==> config.mk <==
export PLATFORM = sky130hd
export DESIGN_NAME = pipelined_cselect_adder
export DESIGN_NICKNAME = d
export VERILOG_FILES = /design/src/rtl/ppa_adder_pkg.sv /design/src/rtl/cselect_segment.sv /design/src/rtl/pipelined_cselect_adder.sv
export SDC_FILE = /design/constraint.sdc
export NUM_CORES = 1
export LEC_CHECK = 0
export CAP_MARGIN = 0
export CELL_PAD_IN_SITES_DETAIL_PLACEMENT = 0
export CELL_PAD_IN_SITES_GLOBAL_PLACEMENT = 1
export CORE_ASPECT_RATIO = 1.75
export CORE_MARGIN = 2
export CORE_UTILIZATION = 39
export CTS_BUF_LIST = sky130_fd_sc_hd__clkbuf_4 sky130_fd_sc_hd__clkbuf_8
export CTS_CLUSTER_DIAMETER = 50
export DETAILED_ROUTE_END_ITERATION = 7
export PLACE_DENSITY_LB_ADDON = 0.1
export SYNTH_ARGS = -nofsm -noshare
export SYNTH_HDL_FRONTEND = slang
export SYNTH_HIERARCHICAL = 1
export SYNTH_SLANG_ARGS = --single-unit
==> constraint.sdc <==
create_clock -name clk -period 3.2 [get_ports clk]
set_input_delay 0.48 -clock clk [delete_from_list [all_inputs] [get_ports clk]]
set_output_delay 0.48 -clock clk [all_outputs]
set_load 0.01 [all_outputs]
io_fan.png
The bar under the picture is 20 µm long.
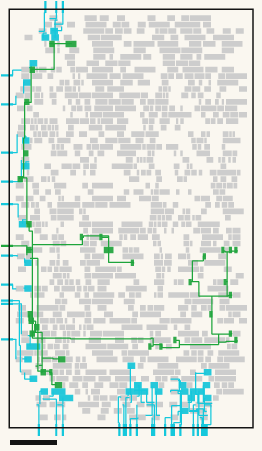
| colour | port | bits | direction | end cells | wire |
|---|---|---|---|---|---|
| cyan | x2 | 32 | input | 32 | 575 µm |
| green | in_valid | 1 | input | 34 | 527 µm |
Port-buffer cells: 105
# IOs: 106

power_grid.png
The bar under the picture is 20 µm long. Pins as bars on the die edge. Tap cells in grey.
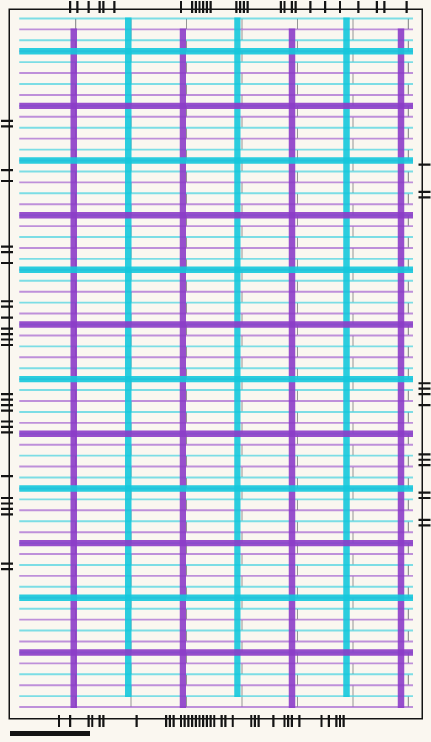
| colour | net |
|---|---|
| cyan | VDD |
| purple | VSS |
rows: 63
signal pins: 106
met1 rails: 64
met5 straps: 12
maximum vdd ir drop: 254 µV
die width: 102 µm

placement.png
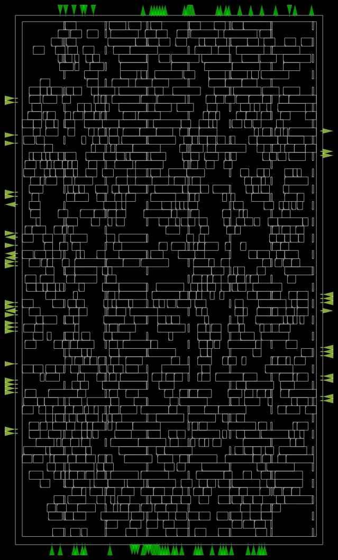
Tap Count: 227
Fillers: 1,567

by_instance.png
Other cells in grey.
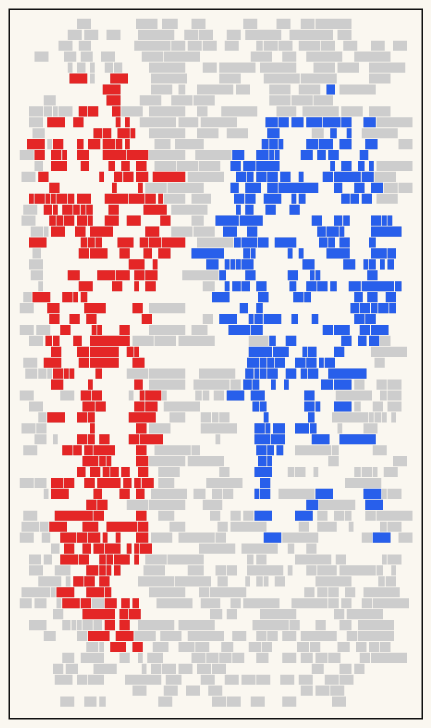
| colour | instance | cells |
|---|---|---|
| red | g_seg[0].u_seg | 229 |
| blue | g_seg[1].u_seg | 215 |
not coloured: 427
fin cells: 1,098
Die Size: 18,000 µm²

flops_by_reg.png
The bar under the picture is 20 µm long. Other sequential cells in the stronger grey, the rest of the logic in the fainter grey.
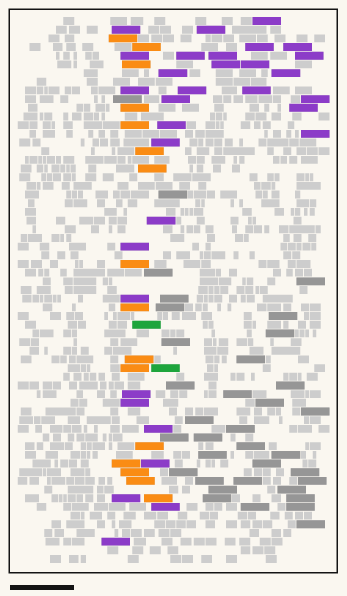
| colour | netlist name | flops |
|---|---|---|
| orange | sum_d | 16 |
| purple | s | 32 |
| green | valid_q | 2 |
not coloured: 35
sequential power: 1.50 mW
fin util: 54.6%
sequential cell area share: 23.2%
register area: 2130 µm²

==> Slide: Implementation Results <==
Implementation Results

Placed design
  – DP HPWL: ~15,000 µm
  – Post-Place Worst Slack: -0.874 ns
  – Gpl congestion: 0.855

Cells and area
  – Top Layout Cells: 110 x buf_4, 94 x clkdlybuf4s50_1, 85 x dfrtp_1, 56 x nor2_1, 47 x xnor2_1
  – Area grow syn2layout: 38.7%
  – Inverters: 15
  – Non-clk buf share: 22.2%
  – Most used logic cell in the final layout: buf_4
  – Max reg flops: 32
  – Max-area cell class: combinational gates
  – Multi-input combinational area share: 48.6%
  – Combinational gates: between 500 and 600
  – NumNets Final: 972
  – ClkCell Share: about 2.2%
  – Seq_cells: between 80 and 90
  – Comb gate area: between 4000 and 5000 µm²
  – Layout cells sized above 1: between 30% and 40%
  – Non-clk bufs: around 230
  – Clock buffer cells: 11
  – Antenna cell count: 0

Clocking
  – Sink Count: approximately 85
  – Clock slew at reported path FFs: about 0.090 ns
  – Number of setup buffers added after CTS: 6
  – Latency at later pin: 0.38 ns
  – CTS Buffer Depth: 2
  – Resized cells post-CTS: 27
  – CTS Buf Count: 9
  – TritonCTS clock tree: built
  – Post-cts hold buffer count: 0
  – H-tree levels: 3
  – CTS root buf: clkbuf_8

Routing
  – DRC violations left: 0
  – DR WL met3: 302 µm
  – Met1 wire length: 6410 µm
  – WL/cell: around 17 µm
  – Routed WL: roughly 19,000 µm
  – Max Used Layer: met4
  – Vias post-DR: 5,747
  – DR vias/cell: approximately 5.2
  – Drt first pass iters: 4
  – Detailed Route Iter0 Violations: roughly 140
  – WL met2: ~12,000 µm
  – Post-route ant nets: 0

Floorplanning
  – Fp util: between 30% and 40%
  – # rows: between 60 and 70
  – Placeable core area: 16,800 µm²

Global routing
  – Largest net degree at the start of global routing: around 51
  – Total GRT Usage: a little over a fifth
  – Met1 usage: approximately a fifth
  – Initial antenna violation count: 0
  – Grt total ovfl: 0
  – Grt met2 use: 45.9%
  – Grt peak-use layer: met2
  – First-pass GRT wire length: about 30,000 µm
  – Met3 usage: roughly 2.2%
  – Vias in the first global route: 6,127

Status
  – Run status: complete, but fails checks
  – Failing checks: setup timing

Setup path
  – Worst path buffer plus inverter count: 1
  – Worst R2R Setup Slack: -0.23 ns
  – Slowest cell on the critical path: dfrtp_1
  – Stages on worst setup path: 13
  – Startpoint Class: register
  – Max incr delay on CP: roughly 0.45 ns
  – CP top delay family: AND-OR/OR-AND gates
  – Most used cell, CP: mux2_4
  – WP data arrival: approximately 3.7 ns
  – Reg2reg path depth: 13
  – CP required: 3.46 ns
  – Critical path fanouts, max: 4
  – CP Class: register to register
  – Cells along the critical path: ha_4 > fa_2 > a21o_1 > a221oi_4 > buf_6 > mux2_4 > o32ai_4 > and4bb_2 > a31oi_1 > nor3_1 > o311a_1 > xor2_1 > mux2_4
  – CP endpoint kind: register

Yosys
  – Cell Area, Synth: 6610 µm²
  – Cell count after synthesis: ~660
  – Yosys Warn Count: 6
  – Mean post-synth cell area: 9.95 µm²
  – Syn_nets: 770

Final timing
  – Worst Slack Setup Final: -0.226 ns
  – Pins Over Slew Limit: 0
  – Worst Tran Pin Value: about 0.67 ns
  – Slew Limit Headroom: ~56%
  – Period minus WS final: roughly 3.4 ns
  – Period utilization: 107%
  – Highest clock rate: approximately 290 MHz
  – RSZ-0062 raised after global routing: true
  – Final Setup Violations: 4
  – Final hold viol count: 0
  – Clk_skew: around 0.012 ns

Power
  – Leak Pwr: 4.15 nW
  – Total power: 4.35 mW
  – PwrDens: roughly 470 nW/µm²

Run
  – OpenROAD warnings: 29
  – Max-Cap Viols: 0

Hold path
  – WHS Path Cells: 1
  – Hold WC Path Type: register to register
-- report_power, final --
| part | leakage (nW) | internal, mW | switching, mW |
|---|---|---|---|
| Combinational | 2.99 | 1.18 | 0.886 |
| Clock | 0.101 | 0.381 | 0.410 |
| Sequential | 1.06 | 1.32 | 0.178 |
| Total | 4.15 | 2.88 | 1.47 |
-- through the flow --
stage | hold slack, ns | instance area [µm²] | cells | TNS [ns]
after floorplan | 0.428 | 6700 | 664 | -2.07
after detailed placement | 0.457 | 8680 | 1074 | -7.66
final | 0.470 | 9160 | 1098 | -0.548
after global routing | 0.493 | 9160 | 1098 | -1.23
after CTS | 0.480 | 9010 | 1096 | -0.682
after global placement | 0.451 | 8680 | 1074 | -7.09
No activity file was given, so power comes from the tool's default toggle rates.
